--- config.mk ---
export PLATFORM = sky130hd
export DESIGN_NAME = phys_reg_free_list_flat
export DESIGN_NICKNAME = d
export VERILOG_FILES = /design/src/rtl/phys_reg_free_list_pkg.sv /design/src/rtl/phys_reg_free_list_if.sv /design/src/rtl/phys_reg_free_list_checkpoint_array.sv /design/src/rtl/phys_reg_free_list.sv /design/src/flat_wrapper.sv
export SDC_FILE = /design/constraint.sdc
export NUM_CORES = 1
export LEC_CHECK = 0
export CAP_MARGIN = 20
export CORE_MARGIN = 5
export CORE_UTILIZATION = 32
export DETAILED_ROUTE_END_ITERATION = 10
export GPL_TIMING_DRIVEN = 0
export SLEW_MARGIN = 0
export SYNTH_ARGS = -nofsm -noshare
export SYNTH_HDL_FRONTEND = slang
export SYNTH_SLANG_ARGS = --single-unit
export TNS_END_PERCENT = 50
--- constraint.sdc ---
create_clock -name CLK -period 5.35 [get_ports CLK]
set_clock_uncertainty 0.1 [all_clocks]
set_input_delay 1.07 -clock CLK [delete_from_list [all_inputs] [get_ports CLK]]
set_output_delay 1.07 -clock CLK [all_outputs]
set_load 0.03 [all_outputs]
--- src/rtl/phys_reg_free_list_pkg.sv ---
// Shared rename/free-list types: tag, checkpoint column and wrap-bit pointer widths.
package phys_reg_free_list_pkg;

  localparam int unsigned NUM_PHYS_REGS       = 64;
  localparam int unsigned NUM_ARCH_REGS       = 32;
  localparam int unsigned PHYS_REG_WIDTH      = 6;
  localparam int unsigned FREE_LIST_DEPTH     = 64;
  localparam int unsigned LOG_FREE_LIST_DEPTH = 6;
  localparam int unsigned CHECKPOINT_COLUMNS  = 4;
  localparam int unsigned INIT_FREE_REGS      = NUM_PHYS_REGS - NUM_ARCH_REGS;

  typedef logic [PHYS_REG_WIDTH-1:0]               phys_reg_tag_t;
  typedef logic [$clog2(CHECKPOINT_COLUMNS)-1:0]   checkpoint_column_t;
  typedef logic [LOG_FREE_LIST_DEPTH:0]            free_list_ptr_t;

  function automatic logic [LOG_FREE_LIST_DEPTH-1:0] ptr_index(input free_list_ptr_t ptr);
    return ptr[LOG_FREE_LIST_DEPTH-1:0];
  endfunction

endpackage

--- src/rtl/phys_reg_free_list_if.sv ---
// Dispatch/ROB/branch-unit side of the physical register free list.
interface phys_reg_free_list_if;
  import phys_reg_free_list_pkg::*;

  logic               dequeue_valid;
  logic               dequeue_ready;
  phys_reg_tag_t      dequeue_tag;
  logic               enqueue_valid;
  phys_reg_tag_t      enqueue_tag;
  logic               save_valid;
  checkpoint_column_t save_column;
  logic               restore_valid;
  checkpoint_column_t restore_column;
  free_list_ptr_t     free_count;
  logic               overflow_error;

  modport master (
    output dequeue_ready, enqueue_valid, enqueue_tag,
           save_valid, save_column, restore_valid, restore_column,
    input  dequeue_valid, dequeue_tag, free_count, overflow_error
  );

  modport slave (
    input  dequeue_ready, enqueue_valid, enqueue_tag,
           save_valid, save_column, restore_valid, restore_column,
    output dequeue_valid, dequeue_tag, free_count, overflow_error
  );
endinterface

--- src/rtl/phys_reg_free_list_checkpoint_array.sv ---
// Bank of saved free-list pointers: one synchronous write port, one async read port.
module free_list_checkpoint_array
  import phys_reg_free_list_pkg::*;
(
  input  logic               i_clk,
  input  logic               i_rst,
  input  logic               i_wr_en,
  input  checkpoint_column_t i_wr_col,
  input  free_list_ptr_t     i_wr_ptr,
  input  checkpoint_column_t i_rd_col,
  output free_list_ptr_t     o_rd_ptr
);

  free_list_ptr_t r_col [CHECKPOINT_COLUMNS];

  always_ff @(posedge i_clk) begin
    if (i_rst) begin
      r_col <= '{default: '0};
    end else if (i_wr_en) begin
      r_col[i_wr_col] <= i_wr_ptr;
    end
  end

  assign o_rd_ptr = r_col[i_rd_col];

endmodule

--- src/rtl/phys_reg_free_list.sv ---
// Circular free list of physical register tags with checkpointed head pointer.
// Optional same-cycle enqueue-to-dequeue bypass when empty: FREE_LIST_BYPASS_EN.
module phys_reg_free_list
  import phys_reg_free_list_pkg::*;
(
  input  logic CLK,
  input  logic RST,
  phys_reg_free_list_if.slave fl
);

  phys_reg_tag_t  r_entry [FREE_LIST_DEPTH];
  free_list_ptr_t r_head;
  free_list_ptr_t r_tail;
  logic           r_overflow;

  free_list_ptr_t w_count;
  free_list_ptr_t w_head_next;
  free_list_ptr_t w_restore_ptr;
  logic           w_empty;
  logic           w_full;
  logic           w_bypass;
  logic           w_pop;
  logic           w_push;
  logic           w_save;

  always_comb begin
    w_count = r_tail - r_head;
    w_empty = (r_head == r_tail);
    w_full  = (w_count == free_list_ptr_t'(FREE_LIST_DEPTH));
`ifdef FREE_LIST_BYPASS_EN
    w_bypass = w_empty && fl.enqueue_valid && !fl.restore_valid;
`else
    w_bypass = 1'b0;
`endif
    // Restore owns the head this cycle, so it suppresses both pop and save.
    w_pop       = !w_empty && fl.dequeue_ready && !fl.restore_valid;
    w_push      = fl.enqueue_valid && !w_full && !(w_bypass && fl.dequeue_ready);
    w_save      = fl.save_valid && !fl.restore_valid;
    w_head_next = fl.restore_valid ? w_restore_ptr : (r_head + free_list_ptr_t'(w_pop));
  end

  assign fl.dequeue_valid  = !w_empty || w_bypass;
  assign fl.dequeue_tag    = w_bypass ? fl.enqueue_tag : r_entry[ptr_index(r_head)];
  assign fl.free_count     = w_count;
  assign fl.overflow_error = r_overflow;

  always_ff @(posedge CLK) begin
    if (RST) begin
      for (int unsigned i = 0; i < FREE_LIST_DEPTH; i++) begin
        r_entry[i[LOG_FREE_LIST_DEPTH-1:0]] <=
          (i < INIT_FREE_REGS) ? phys_reg_tag_t'(NUM_ARCH_REGS + i) : '0;
      end
      r_head     <= '0;
      r_tail     <= free_list_ptr_t'(INIT_FREE_REGS);
      r_overflow <= 1'b0;
    end else begin
      if (w_push) begin
        r_entry[ptr_index(r_tail)] <= fl.enqueue_tag;
      end
      r_tail <= r_tail + free_list_ptr_t'(w_push);
      r_head <= w_head_next;
      if (fl.enqueue_valid && w_full) begin
        r_overflow <= 1'b1;
      end
    end
  end

  free_list_checkpoint_array u_ckpt (
    .i_clk    (CLK),
    .i_rst    (RST),
    .i_wr_en  (w_save),
    .i_wr_col (fl.save_column),
    .i_wr_ptr (w_head_next),
    .i_rd_col (fl.restore_column),
    .o_rd_ptr (w_restore_ptr)
  );

endmodule

--- src/flat_wrapper.sv ---
// flat-port wrapper written by rule: the top's interface ports become plain ports
module phys_reg_free_list_flat import phys_reg_free_list_pkg::*;
  (CLK, RST, fl_dequeue_ready, fl_enqueue_valid, fl_enqueue_tag, fl_save_valid, fl_save_column, fl_restore_valid, fl_restore_column, fl_dequeue_valid, fl_dequeue_tag, fl_free_count, fl_overflow_error);
  phys_reg_free_list_if fl_i ();
  input  logic CLK;
  input  logic RST;
  input wire logic [$bits(fl_i.dequeue_ready)-1:0] fl_dequeue_ready;
  input wire logic [$bits(fl_i.enqueue_valid)-1:0] fl_enqueue_valid;
  input wire logic [$bits(fl_i.enqueue_tag)-1:0] fl_enqueue_tag;
  input wire logic [$bits(fl_i.save_valid)-1:0] fl_save_valid;
  input wire logic [$bits(fl_i.save_column)-1:0] fl_save_column;
  input wire logic [$bits(fl_i.restore_valid)-1:0] fl_restore_valid;
  input wire logic [$bits(fl_i.restore_column)-1:0] fl_restore_column;
  output wire logic [$bits(fl_i.dequeue_valid)-1:0] fl_dequeue_valid;
  output wire logic [$bits(fl_i.dequeue_tag)-1:0] fl_dequeue_tag;
  output wire logic [$bits(fl_i.free_count)-1:0] fl_free_count;
  output wire logic [$bits(fl_i.overflow_error)-1:0] fl_overflow_error;
  assign fl_i.dequeue_ready = fl_dequeue_ready;
  assign fl_i.enqueue_valid = fl_enqueue_valid;
  assign fl_i.enqueue_tag = fl_enqueue_tag;
  assign fl_i.save_valid = fl_save_valid;
  assign fl_i.save_column = fl_save_column;
  assign fl_i.restore_valid = fl_restore_valid;
  assign fl_i.restore_column = fl_restore_column;
  assign fl_dequeue_valid = fl_i.dequeue_valid;
  assign fl_dequeue_tag = fl_i.dequeue_tag;
  assign fl_free_count = fl_i.free_count;
  assign fl_overflow_error = fl_i.overflow_error;
  phys_reg_free_list u_core (.CLK(CLK), .RST(RST), .fl(fl_i));
endmodule
### Met2 routing

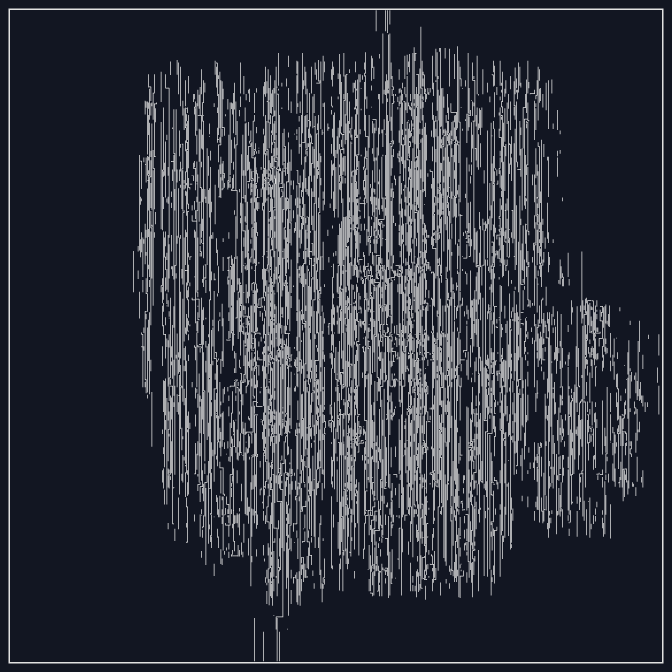
main direction: vertical
wire length on this layer: 33.0 mm
nets with wire on the layer: 1462
share of all routed wire: 45%
longest straight run: 90.1 µm
DRT Wirelength: 73800 µm
vias: 14900
M2 GR Usage: 32.8%

### Local utilization

26 x 26 tiles, from white (low) to dark blue (high), 0 to 100% covered.
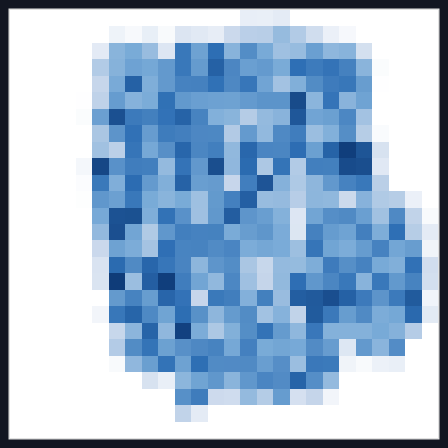
nearly empty tiles: 37%
tiles over 75% full: 6.5%
fullest tile: 95%
fp util: 32.1%
Finished Core Util: 36.9%
core area: 62700 µm²

==> CHANGELOG.md <==
### Implementation results

* Final setup violation count at 0
* Most numerous logic cells after layout: edfxtp_1 (384), nor3_1 (284), nand3_1 (122), clkbuf_1 (105), mux4_2 (92)
* Mux area share at 12.7%
* Final hold vios at 0
* Combinational Gates at 918
* Yosys xor share at 0.559%
* Minimum clock period at 5240 ps
* I/O pin count at 31
* Synth logic family: simple AND/OR/NAND/NOR gates
* Seq share, synth at 61.5%
* Cell depth of the worst flop-to-flop path at 16
* Root Buffer: clkbuf_16
* Site Rows at 92
* Number of port buffers at 26
* Post-synthesis compound-gate area fraction at 6.32%
* Crit path DAT at 4070 ps
* Status: finished clean
* Pwr dens at 329 nW/µm²
* # Post-CTS Setup Buffers at 0
* Width of the die at 261 µm
* Avg Cell Area, Syn at 13.3 µm²
* Post-cts hold-fix buffer tally at 0
* ANT cells at 2
* Post-synth EDFFs at 384
* Pwr Total at 7.61 mW
* Setup Total Neg Slack at 0 ps
* Register share of the cell area at 53.5%
* Area Growth Syn to Fin at 14.9%
* Hold Path End: u_core.u_ckpt.r_col[2]$_SDFFE_PP0P_
* HPWL Detailed at 52100 µm
* Pre-CTS setup slack at -369 ps
* Slack of the worst reg-to-reg path at 180 ps
* Die area at 68100 µm²
* H-tree lvl count at 2
* Crit path DRT at 4180 ps
* Dominant logic cell type in the layout: edfxtp_1
* Max-cap violations at 0
* Share of layout cells above drive strength 1 at 18.2%
* Placed cell areas at 21500 µm²
* Gr ovfl total at 0
* Final period utilization at 97.9%
* Syn nets at 1547
* Yosys stat cell total at 1520
* Data buffer area share at 4.80%
* YS chip area at 20100 µm²
* Crit start category: flop
* OpenROAD warnings at 26
* CTS tree: built
* Worst-case clock buffer depth at 3
* Flop area at 12400 µm²
* Hold Path Cell Cnt at 2
* Critical path fanouts, max at 10
* Mapped Cells at 1520
* Worst slew pin tran at 1230 ps
* Hold Crit Class: flop to flop
* Synth Register Bits at 427
* First DRT Iteration DRCs at 2071
* Fraction of registers with async set/reset at 0%
* AND/OR/NAND/NOR Cells, Area Fraction at 14.3%
* Flip-flops at 427
* Drt first pass iters at 7
* R2R Path End: u_core.r_tail[5]$_SDFF_PP1_
* Via/cell ratio at 5.97
* Tap Count at 846
* Clock transition at path regs at 60 ps
* Initial antenna violation count at 2
* Mapped cell area at 20100 µm²
* Worst r2r src: u_core.r_tail[0]$_SDFF_PP0_
* Ys flop type: edfxtp_1
* Die height at 261 µm
* Largest cell class by area: registers
* Inverters excl. clock at 12
* First-pass GRT wire length at 104000 µm
* Filler instances at 6014
* Hold WS at 390 ps
* Number of non-clock buffers at 198
* Clock Buffer Count at 63
* Largest net degree at the start of global routing at 14
* Vias in the first global route at 14400
* Yosys warns at 0
* Critical path endpoint: fl_dequeue_tag[0]
* VDD IR-drop max at 0.207 mV
* Fa+ha+maj area frac at 0.720%
* Slew Limit Fails at 0
* Gate Area at 6980 µm²
* RSZ-0062 raised after global routing: no
* Worst hold start: u_core.u_ckpt.r_col[2]$_SDFFE_PP0P_
* Num CTS Buffers at 46
* Post-layout instance area at 23100 µm²
* Leak at 6.78 nW
* Worst setup EP type: primary output
* Worst setup path startpoint: u_core.r_head[1]$_SDFF_PP0_
* Worst slew margin at 17.2%
* Final ANT Viol Nets at 0
* # nets final at 1630
* WS Path Type: flop to primary output
* Clk sinks at 427
* Latency at later pin at 580 ps
* Routability cong. at 0.972
* Cells after DPL at 2400
* Post-route DRC at 0
* Max frequency at 191 MHz
* Number of distinct library cells after synthesis at 48
* Setup ws final at 112 ps
* Post-CTS resize count at 19
* Clock buffers and inverters, area share at 6.67%
### Routing congestion

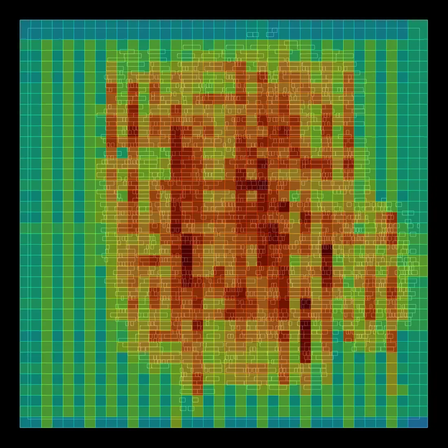
met3 usage: 6.85%
Top Usage Layer GRT: met2
met1 usage: 27.2%
Tot GR Track Use: 21.1%
wire per inst: 29.6 µm

### Gate-type map

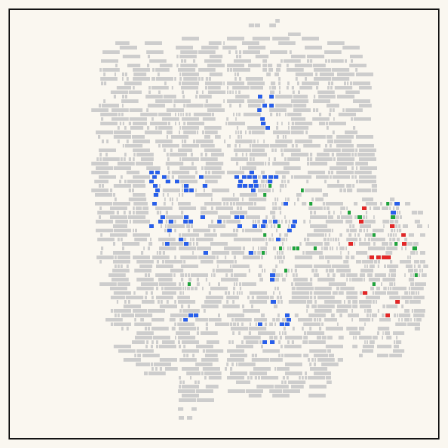
[blue] non-inverting ao/oa cells | cells: 82 | most used: a31o_2 | where: middle
[red] xor and xnor cells | cells: 12 | most used: xnor2_1 | where: right middle
[green] and/or cells | cells: 22 | most used: or3_1
non-filler cells, final: 2489
Comb area share: 30.2%

[critical path, cell delays in order (launching register included)]
cell	delay [ps]
dfxtp_1	380
clkbuf_2	390
clkbuf_1	790
mux4_2	430
a22oi_1	200
nand2_1	80
o311ai_0	340
clkdlybuf4s18_2	330
o221ai_1	150
dlygate4sd2_1	400
[flip-flops by register name, summed over array words and instances (netlist names)]
signal / flops
u_core.u_ckpt.r_col: 28
u_core.r_tail: 7
u_core.fl.overflow_error: 1
u_core.r_entry: 384
u_core.r_head: 7
[layer usage]
layer / vias to the layer above / global-route usage, % / routed length [µm]
met5: - / 0 / 7
met4: 2 / 9.36 / 3980
met3: 239 / 6.85 / 9100
met2: 1054 / 32.8 / 33000
met1: 7416 / 27.2 / 27700
li1: 6154 / - / -
[synthesized netlist by cell type, types with 4 or more instances]
cell type  count  area share, %
and3_1         6           0.19
mux2i_1       48            2.4
buf_2         36           0.89
a22oi_1       10           0.37
mux4_2        92             10
or3_1         10           0.31
ha_1          10           0.62
o21ai_0       12           0.30
buf_6          9           0.50
nor4_1        10           0.31
a211oi_1      16           0.60
nand2_1       70            1.3
buf_4          4           0.15
nand3_1      122            3.0
nand2b_1       8           0.25
nor2_1        63            1.2
a31o_2        64            2.8
o22ai_1        9           0.28
xnor2_1        7           0.30
dfxtp_1       43            4.3
a211o_1        4           0.17
a21oi_1       10           0.25
a22o_1        12           0.52
clkbuf_1      98            1.8
a221oi_1       9           0.39
nor3_1       284            7.1
edfxtp_1     384             57
xor2_1         4           0.17
buf_1         16           0.30
o221ai_1       8           0.35
inv_1          9           0.17
nor2b_1       10           0.31
[where the power goes]
group,total (mW),internal [mW],switching [mW],leakage (nW)
registers,3.73,3.70,0.0245,3.92
clock network,3.33,1.96,1.36,0.746
logic,0.560,0.174,0.386,2.12
total,7.61,5.84,1.77,6.78
Power figures rest on the tool's default switching activity, not on a simulated workload.
